### src/rtl/fifo_flowctl_if.sv
// Handshake/bus bundle for fifo_flowctl: push/pop requests, thresholds, data and status.
interface fifo_flowctl_if #(
  parameter int unsigned DATA_SIZE = 8,
  parameter int unsigned ADDR_SIZE = 4
);
  logic                 write;
  logic                 read;
  logic [DATA_SIZE-1:0] data_in_push;
  logic [ADDR_SIZE:0]   almost_full_in;
  logic [ADDR_SIZE:0]   almost_empty_in;
  logic [DATA_SIZE-1:0] data_out_pop;
  logic                 data_valid;
  logic [ADDR_SIZE:0]   data_count;
  logic                 fifo_empty;
  logic                 fifo_full;
  logic                 almost_full;
  logic                 almost_empty;
  logic                 fifo_pause;
  logic                 fifo_error;

  modport master (
    output write, read, data_in_push, almost_full_in, almost_empty_in,
    input  data_out_pop, data_valid, data_count, fifo_empty, fifo_full,
           almost_full, almost_empty, fifo_pause, fifo_error
  );

  modport slave (
    input  write, read, data_in_push, almost_full_in, almost_empty_in,
    output data_out_pop, data_valid, data_count, fifo_empty, fifo_full,
           almost_full, almost_empty, fifo_pause, fifo_error
  );
endinterface

### src/rtl/fifo_flowctl.sv
// Synchronous FIFO with programmable almost-full/almost-empty thresholds, pause and error flag.
// Optional macro FIFO_PAUSE_HYST_EN: registered fifo_pause with threshold hysteresis.
module fifo_flowctl #(
  parameter int unsigned DATA_SIZE = 8,
  parameter int unsigned ADDR_SIZE = 4
) (
  input logic           clk,
  input logic           reset,
  fifo_flowctl_if.slave bus
);

  localparam int unsigned DEPTH = 2 ** ADDR_SIZE;
  localparam int unsigned CNT_W = ADDR_SIZE + 1;

  logic [DATA_SIZE-1:0] mem [DEPTH];
  logic [ADDR_SIZE-1:0] wr_ptr;
  logic [ADDR_SIZE-1:0] rd_ptr;
  logic [CNT_W-1:0]     count;
  logic [CNT_W-1:0]     count_next;
  logic [DATA_SIZE-1:0] dout;
  logic                 valid;
  logic                 error;
  logic                 is_empty;
  logic                 is_full;
  logic                 pop_ok;
  logic                 push_ok;
  logic                 error_next;

  // Request acceptance; a push into a full FIFO is allowed only alongside an accepted pop
  always_comb begin
    is_empty   = (count == '0);
    is_full    = (count == CNT_W'(DEPTH));
    pop_ok     = bus.read && !is_empty;
    push_ok    = bus.write && (!is_full || pop_ok);
    error_next = (bus.write && !push_ok) || (bus.read && !pop_ok);
    count_next = count;
    if (push_ok && !pop_ok)
      count_next = count + CNT_W'(1);
    else if (pop_ok && !push_ok)
      count_next = count - CNT_W'(1);
  end

  always_ff @(posedge clk or posedge reset) begin
    if (reset) begin
      wr_ptr <= '0;
      rd_ptr <= '0;
      count  <= '0;
      dout   <= '0;
      valid  <= 1'b0;
      error  <= 1'b0;
    end else begin
      count <= count_next;
      valid <= pop_ok;
      error <= error_next;
      if (push_ok)
        wr_ptr <= wr_ptr + ADDR_SIZE'(1);
      if (pop_ok) begin
        rd_ptr <= rd_ptr + ADDR_SIZE'(1);
        dout   <= mem[rd_ptr];
      end
    end
  end

  // Storage is not reset; pointers alone define valid contents
  always_ff @(posedge clk) begin
    if (push_ok)
      mem[wr_ptr] <= bus.data_in_push;
  end

  assign bus.data_out_pop = dout;
  assign bus.data_valid   = valid;
  assign bus.data_count   = count;
  assign bus.fifo_empty   = is_empty;
  assign bus.fifo_full    = is_full;
  assign bus.fifo_error   = error;
  assign bus.almost_full  = (count >= bus.almost_full_in);
  assign bus.almost_empty = (count <= bus.almost_empty_in) && !is_empty;

`ifdef FIFO_PAUSE_HYST_EN
  logic pause;

  // Hysteresis judged on the post-update count so pause moves on the same edge as data_count
  always_ff @(posedge clk or posedge reset) begin
    if (reset)
      pause <= 1'b0;
    else if (count_next >= bus.almost_full_in)
      pause <= 1'b1;
    else if (count_next <= bus.almost_empty_in)
      pause <= 1'b0;
  end

  assign bus.fifo_pause = pause;
`else
  assign bus.fifo_pause = bus.almost_full;
`endif

endmodule

### src/flat_wrapper.sv
// flat-port wrapper written by rule: the top's interface ports become plain ports
module fifo_flowctl_flat 
#(
  parameter int unsigned DATA_SIZE = 8,
  parameter int unsigned ADDR_SIZE = 4
)
  (clk, reset, bus_write, bus_read, bus_data_in_push, bus_almost_full_in, bus_almost_empty_in, bus_data_out_pop, bus_data_valid, bus_data_count, bus_fifo_empty, bus_fifo_full, bus_almost_full, bus_almost_empty, bus_fifo_pause, bus_fifo_error);
  fifo_flowctl_if #(.DATA_SIZE(DATA_SIZE), .ADDR_SIZE(ADDR_SIZE)) bus_i ();
  input logic clk;
  input logic reset;
  input wire logic [$bits(bus_i.write)-1:0] bus_write;
  input wire logic [$bits(bus_i.read)-1:0] bus_read;
  input wire logic [$bits(bus_i.data_in_push)-1:0] bus_data_in_push;
  input wire logic [$bits(bus_i.almost_full_in)-1:0] bus_almost_full_in;
  input wire logic [$bits(bus_i.almost_empty_in)-1:0] bus_almost_empty_in;
  output wire logic [$bits(bus_i.data_out_pop)-1:0] bus_data_out_pop;
  output wire logic [$bits(bus_i.data_valid)-1:0] bus_data_valid;
  output wire logic [$bits(bus_i.data_count)-1:0] bus_data_count;
  output wire logic [$bits(bus_i.fifo_empty)-1:0] bus_fifo_empty;
  output wire logic [$bits(bus_i.fifo_full)-1:0] bus_fifo_full;
  output wire logic [$bits(bus_i.almost_full)-1:0] bus_almost_full;
  output wire logic [$bits(bus_i.almost_empty)-1:0] bus_almost_empty;
  output wire logic [$bits(bus_i.fifo_pause)-1:0] bus_fifo_pause;
  output wire logic [$bits(bus_i.fifo_error)-1:0] bus_fifo_error;
  assign bus_i.write = bus_write;
  assign bus_i.read = bus_read;
  assign bus_i.data_in_push = bus_data_in_push;
  assign bus_i.almost_full_in = bus_almost_full_in;
  assign bus_i.almost_empty_in = bus_almost_empty_in;
  assign bus_data_out_pop = bus_i.data_out_pop;
  assign bus_data_valid = bus_i.data_valid;
  assign bus_data_count = bus_i.data_count;
  assign bus_fifo_empty = bus_i.fifo_empty;
  assign bus_fifo_full = bus_i.fifo_full;
  assign bus_almost_full = bus_i.almost_full;
  assign bus_almost_empty = bus_i.almost_empty;
  assign bus_fifo_pause = bus_i.fifo_pause;
  assign bus_fifo_error = bus_i.fifo_error;
  fifo_flowctl #(.DATA_SIZE(DATA_SIZE), .ADDR_SIZE(ADDR_SIZE)) u_core (.clk(clk), .reset(reset), .bus(bus_i));
endmodule
### config.mk
export PLATFORM = sky130hd
export DESIGN_NAME = fifo_flowctl_flat
export DESIGN_NICKNAME = d
export VERILOG_FILES = /design/src/rtl/fifo_flowctl_if.sv /design/src/rtl/fifo_flowctl.sv /design/src/flat_wrapper.sv
export SDC_FILE = /design/constraint.sdc
export NUM_CORES = 1
export LEC_CHECK = 0
export ABC_AREA = 1
export CORE_MARGIN = 2
export CORE_UTILIZATION = 52
export CTS_BUF_LIST = sky130_fd_sc_hd__clkbuf_4
export DETAILED_ROUTE_END_ITERATION = 7
export GPL_TIMING_DRIVEN = 0
export PLACE_DENSITY = 0.71
export SLEW_MARGIN = 20
export SYNTH_ARGS = -nofsm -noshare
export SYNTH_HDL_FRONTEND = slang
export SYNTH_SLANG_ARGS = --single-unit
### constraint.sdc
create_clock -name clk -period 2.4 [get_ports clk]
set_input_delay 0.48 -clock clk [delete_from_list [all_inputs] [get_ports clk]]
set_output_delay 0.48 -clock clk [all_outputs]
set_load 0.01 [all_outputs]
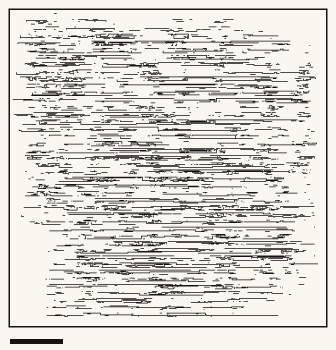
**Above:** run 1 (the metal 1 layer).
The bar under the picture is 20 um long.
share of all routed wire: 44%
wire length on this layer: 7290 um
main direction: horizontal

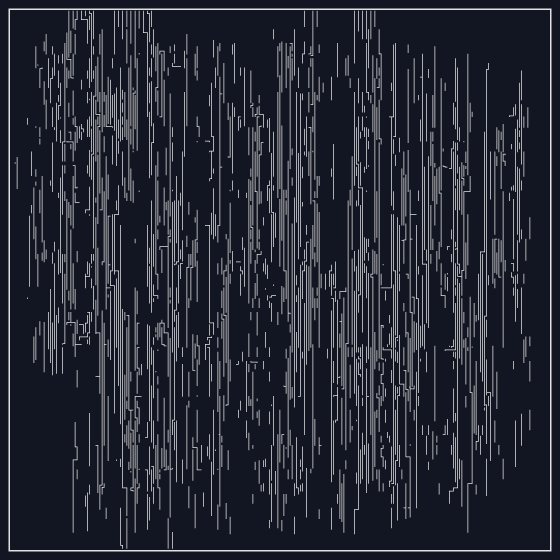
**Above:** run 1 (signal wires on met2).
share of all routed wire: 48%
wire length on this layer: 7970 um
longest straight run: 54.9 um
GRT met2 Usage: 0.388
Post-Route WL: 16700 um
via count: 4907

==> impl_metrics.env, run 1 <==
# implementation run metrics
export IMPL_wl_per_cell_um=17.2
export IMPL_n_antenna_cell=0
export IMPL_grt_ovfl_total=0
export IMPL_fin_crit_ns=2.43
export IMPL_cts_max_level=4
export IMPL_cts_tree="yes"
export IMPL_grt_pass1_wl_um=26000
export IMPL_setup_tns_final_ns=-0.0399
export IMPL_syn_inst=704
export IMPL_clock_root_buffer="clkbuf_4"
export IMPL_yosysSeqAreaShare=0.630
export IMPL_cp_startpoint="u_core.bus.data_count[1]"
export IMPL_setup_viol=2
export IMPL_drive_above_1_share=0.135
export IMPL_end_kind="primary output"
export IMPL_cp_cell_sequence="ha_1 > nand2_1 > o311ai_2 > buf_4 > clkbuf_2"
export IMPL_ys_chip_area_sq_mm=0.00701
export IMPL_fin_area_sq_mm=0.00829
export IMPL_reg2reg_from="u_core.bus.data_count[2]"
export IMPL_fmax_mhz=412
export IMPL_synth_xor_area_share=0.00999
export IMPL_slowest_delay_ns=0.45
export IMPL_warning_count=31
export IMPL_synth_warnings=0
export IMPL_fin_crit_sh=1.01
export IMPL_syn_num_nets=746
export IMPL_report_final_slew_viol_count=0
export IMPL_tightest_slew_ns=1.00
export IMPL_cp_buffers_inverters=2
export IMPL_worstSetupPathType="reg2out"
export IMPL_violations="setup timing"
export IMPL_muxShareOfSynthArea=0
export IMPL_clkTransAtPathRegs_ns=0.12
export IMPL_required_ns=1.92
export IMPL_layout_cells_most_common="nand2_1"
export IMPL_avgSynthCellArea_sq_um=9.96
export IMPL_drt_iter0_markers=423
export IMPL_maxCapViolations=0
export IMPL_die_area_sq_mm=0.0144
export IMPL_critPathTopFamily="flip-flops"
export IMPL_antenna_found_initial=0
export IMPL_dieHeight_um=120
export IMPL_grt_pass1_vias=4838
export IMPL_status="finished with violations"
export IMPL_synth_area_sq_mm=0.00701
export IMPL_startpoint_type="flop"
export IMPL_final_setup_worst_slack_ns=-0.0250
export IMPL_cp_slowest_cell="dfrtp_2"
export IMPL_rows=42
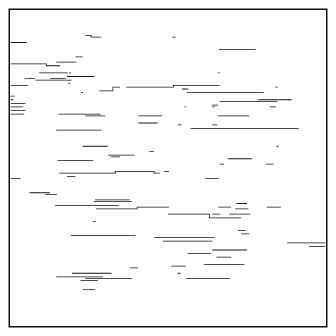
**Above:** run 1 (the metal 3 layer).
main direction: horizontal
nets with wire on the layer: 57
longest straight run: 40.9 um
share of all routed wire: 4.9%

## run 1: metal layers
| metal | GRT usage | vias to the layer above | share of wire | wire [um] |
|---|---|---|---|---|
| met1 | 0.330 | 2317 | 0.44 | 7290 |
| met3 | 0.0613 | 37 | 0.049 | 822 |
| li1 | - | 2407 | - | - |
| met2 | 0.388 | 146 | 0.48 | 7970 |
| met4 | 0.112 | 0 | 0.036 | 605 |
| met5 | 0 | - | 0 | 0 |
## run 1: report_power, final
| part | internal [mW] | total [mW] | leakage (nW) | switching (mW) |
|---|---|---|---|---|
| combinational | 1.61 | 4.21 | 2.07 | 2.60 |
| sequential | 3.25 | 3.42 | 1.43 | 0.179 |
| clock | 1.14 | 2.03 | 0.203 | 0.884 |
## run 1: flip-flops by register name (all words and copies together), names as in the netlist
| name | cells |
|---|---|
| u_core.mem | 128 |
| u_core.bus.data_out_pop | 8 |
| u_core.bus.data_count | 5 |
| u_core.rd_ptr | 4 |
| u_core.wr_ptr | 4 |
| u_core.bus.data_valid | 1 |
| u_core.bus.fifo_error | 1 |
## run 1: repair_timing
action | CTS | global route
endpoints found under the hold margin | 0 | 0
gates resized | 32 | 20
pin swaps | 6 | 12
hold buffers | 0 | 0
setup buffers | 11 | 5
gates cloned | 0 | 0
endpoints found under the setup margin | 6 | 31
## run 1: final timing paths
check                                        endpoint  slack [ns]  depth (start not counted)
max in group asynchronous    u_core.bus.data_count[2]        1.30                          2
setup / recovery                       bus_fifo_pause       -0.03                          5
setup reg to reg             u_core.bus.data_count[4]        0.10                         16
min in group clk           u_core.bus.data_out_pop[1]        0.50                          2
hold reg to reg            u_core.bus.data_out_pop[1]        0.50                          2
hold / removal                       u_core.wr_ptr[0]        0.43                          2
## run 1: area by class of cell
class	count	area [sq um]
multi-input cells	396	2020
well taps	176	220
flip-flops and latches	151	4420
plain buffers	28	223
repair buffers	57	518
inverters	129	494
clock inverters	14	254
fillers	1081	4900
clock buffers	18	135
## run 1: synthesized netlist by cell type
cell type / count / share of area
nand2_2: 1 / 0.00089
inv_1: 123 / 0.066
buf_2: 11 / 0.0078
nand2_1: 224 / 0.12
a21oi_1: 8 / 0.0057
ha_1: 19 / 0.034
o21ai_1: 2 / 0.0014
o21ai_0: 3 / 0.0021
nand4_1: 3 / 0.0027
clkinv_1: 2 / 0.0011
buf_6: 11 / 0.018
o21a_1: 1 / 0.0011
edfxtp_1: 128 / 0.55
fa_1: 1 / 0.0029
nor3_1: 1 / 0.00071
nor2_1: 19 / 0.010
a31oi_1: 1 / 0.00089
o311ai_0: 1 / 0.0012
buf_4: 5 / 0.0054
dfrtp_1: 23 / 0.082
nand3_1: 100 / 0.071
nand2_4: 1 / 0.0016
inv_2: 4 / 0.0021
nor2_2: 1 / 0.00089
xnor2_1: 1 / 0.0012
o21bai_1: 2 / 0.0021
clkbuf_1: 1 / 0.00053
xor2_1: 7 / 0.0087
## run 1: logic make-up (layout without fill, tap and decap cells)
kind of cell	after synthesis	count (layout)
AND/OR/NAND/NOR	350	350
flip-flops	151	151
adder cells (fa/ha/maj)	20	20
XOR/XNOR	8	8
buffers and inverters	157	246
AND-OR/OR-AND	18	18
==> run 2, diff against run 1 <==
HOLD_SLACK_MARGIN = 0.12   (was default)
SLEW_MARGIN = default   (was 20)
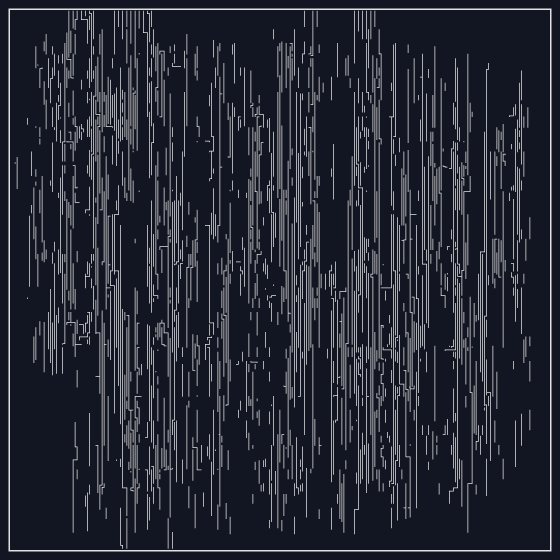
**Above:** run 2 (signal wires on met2).
nets with wire on the layer: 635
wire length on this layer: 7970 um
share of all routed wire: 48%
longest straight run: 54.9 um
main direction: vertical

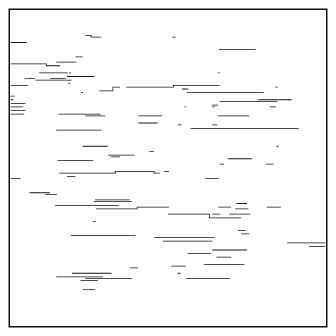
**Above:** run 2 (the metal 3 layer).
wire length on this layer: 823 um
share of all routed wire: 4.9%
nets with wire on the layer: 57
main direction: horizontal
longest straight run: 40.9 um

==> run 2 against run 1 <==
Against the previous run: critical path type unchanged; sequential power about the same; area after synthesis unchanged; the run still ends with setup timing left; non-clock buffer count unchanged; largest power group unchanged; register-to-register slack about the same; clock-buffer cell count unchanged.
==> impl_metrics.env, run 2 <==
# implementation run metrics
export IMPL_status="finished with violations"
export IMPL_violations="setup timing"
export IMPL_maxCapViolations=0
export IMPL_yosysSeqAreaShare=0.630
export IMPL_cts_tree="yes"
export IMPL_largest_register_ffs=128
export IMPL_fmax_mhz=412
export IMPL_cp_startpoint="u_core.bus.data_count[1]"
export IMPL_startpoint_type="flop"
export IMPL_r2r_cells=16
export IMPL_top_area_frac=0.548
export IMPL_wl_met2_um=7970
export IMPL_rows=42
export IMPL_setup_tns_final_ns=-0.0399
export IMPL_antenna_found_initial=0
export IMPL_grt_pass1_wl_um=26000
export IMPL_drt_iter0_markers=423
export IMPL_r2r_slack_ns=0.10
export IMPL_path_depth=5
export IMPL_synth_warnings=0
export IMPL_yosysMostFrequentCell="nand2_1"
export IMPL_routed_top_layer="met4"
export IMPL_ys_chip_area_sq_mm=0.00701
export IMPL_grt_pass1_vias=4838
export IMPL_report_final_slew_viol_count=0
export IMPL_clkTransAtPathRegs_ns=0.12
export IMPL_setup_viol=2
export IMPL_vias=4907
export IMPL_tightest_slew_ns=1.00
export IMPL_wl_per_cell_um=17.2
export IMPL_dieHeight_um=120
export IMPL_cp_buffers_inverters=2
export IMPL_largest_register="u_core.mem"
export IMPL_drive_above_1_share=0.135
export IMPL_fin_crit_ns=2.43
export IMPL_avgSynthCellArea_sq_um=9.96
export IMPL_final_setup_worst_slack_ns=-0.0250
export IMPL_layout_cells_most_common="nand2_1"
export IMPL_cp_cell_sequence="ha_1 > nand2_1 > o311ai_2 > buf_4 > clkbuf_2"
export IMPL_n_antenna_cell=0
export IMPL_ctsHoldBuffers=0
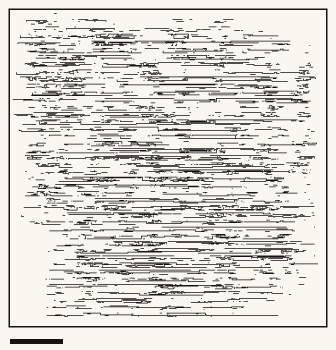
**Above:** run 2 (the metal 1 layer).
The bar under the picture is 20 um long.
nets with wire on the layer: 764
longest straight run: 49.2 um
wire length on this layer: 7290 um
share of all routed wire: 44%
main direction: horizontal
routing usage on met1: 0.330

run 2: cell counts in the layout (fill, tap and decap cells not counted):
Identical to the previous run, type by type.
run 2: power breakdown:
group | internal, mW | total [mW] | switching (mW) | leakage, nW
sequential | 3.25 | 3.42 | 0.179 | 1.43
combinational | 1.61 | 4.21 | 2.60 | 2.07
clock | 1.14 | 2.03 | 0.884 | 0.203
total | 6.00 | 9.66 | 3.66 | 3.70
run 2: worst max-delay path by stage:
stage	endpoint	slack (ns)
finish	bus_fifo_pause	-0.03
global route	bus_almost_empty	-0.16
CTS	bus_fifo_pause	-0.17
detailed placement	bus_fifo_pause	-0.53
global placement	bus_fifo_pause	-0.53
floorplan	u_core.bus.data_count[4]	0.13
run 2: logic make-up (layout without fill, tap and decap cells):
group	count (synthesis)	after routing	share of synthesized area
buf+inv	157	246	0.100
compound gates	18	18	0.0146
xor+xnor	8	8	0.00999
flops	151	151	0.630
simple gates	350	350	0.208
fa+ha+maj	20	20	0.0367
run 2: cell type report:
type	instances	area, sq um
Fill cell	1081	4900
Inverter	129	494
Buffer	28	223
Tap cell	176	220
Clock inverter	14	254
Sequential cell	151	4420
Multi-Input combinational cell	396	2020
Clock buffer	18	135
Timing Repair Buffer	57	518
run 2: layer usage:
| metal | up-vias | GRT usage |
|---|---|---|
| li1 | 2407 | - |
| met1 | 2317 | 0.330 |
| met2 | 146 | 0.388 |
| met3 | 37 | 0.0613 |
| met4 | 0 | 0.112 |
| met5 | - | 0 |
run 2: worst register-to-register path, stage by stage (launching register included):
cell and delay [ns]:
dfrtp_2 0.46, buf_6 0.15, nor2_4 0.11, nand3_2 0.10
nor2_4 0.12, nand2_2 0.08, nand2_4 0.08, clkinv_4 0.09
ha_4 0.19, fa_2 0.34, inv_1 0.06, nand2_1 0.06
nand2_1 0.08, a21oi_2 0.07, xor2_1 0.14, nand2_1 0.06
nand2_1 0.05
run 2: repair_timing:
item / in CTS / in global routing
pin swaps: 6 / 12
buffers inserted: 11 / 5
cloned: 0 / 0
setup endpoints to repair: 6 / 31
gates resized: 32 / 20
hold endpoints to repair: 0 / 0
Power is estimated from default activity; no workload was simulated.
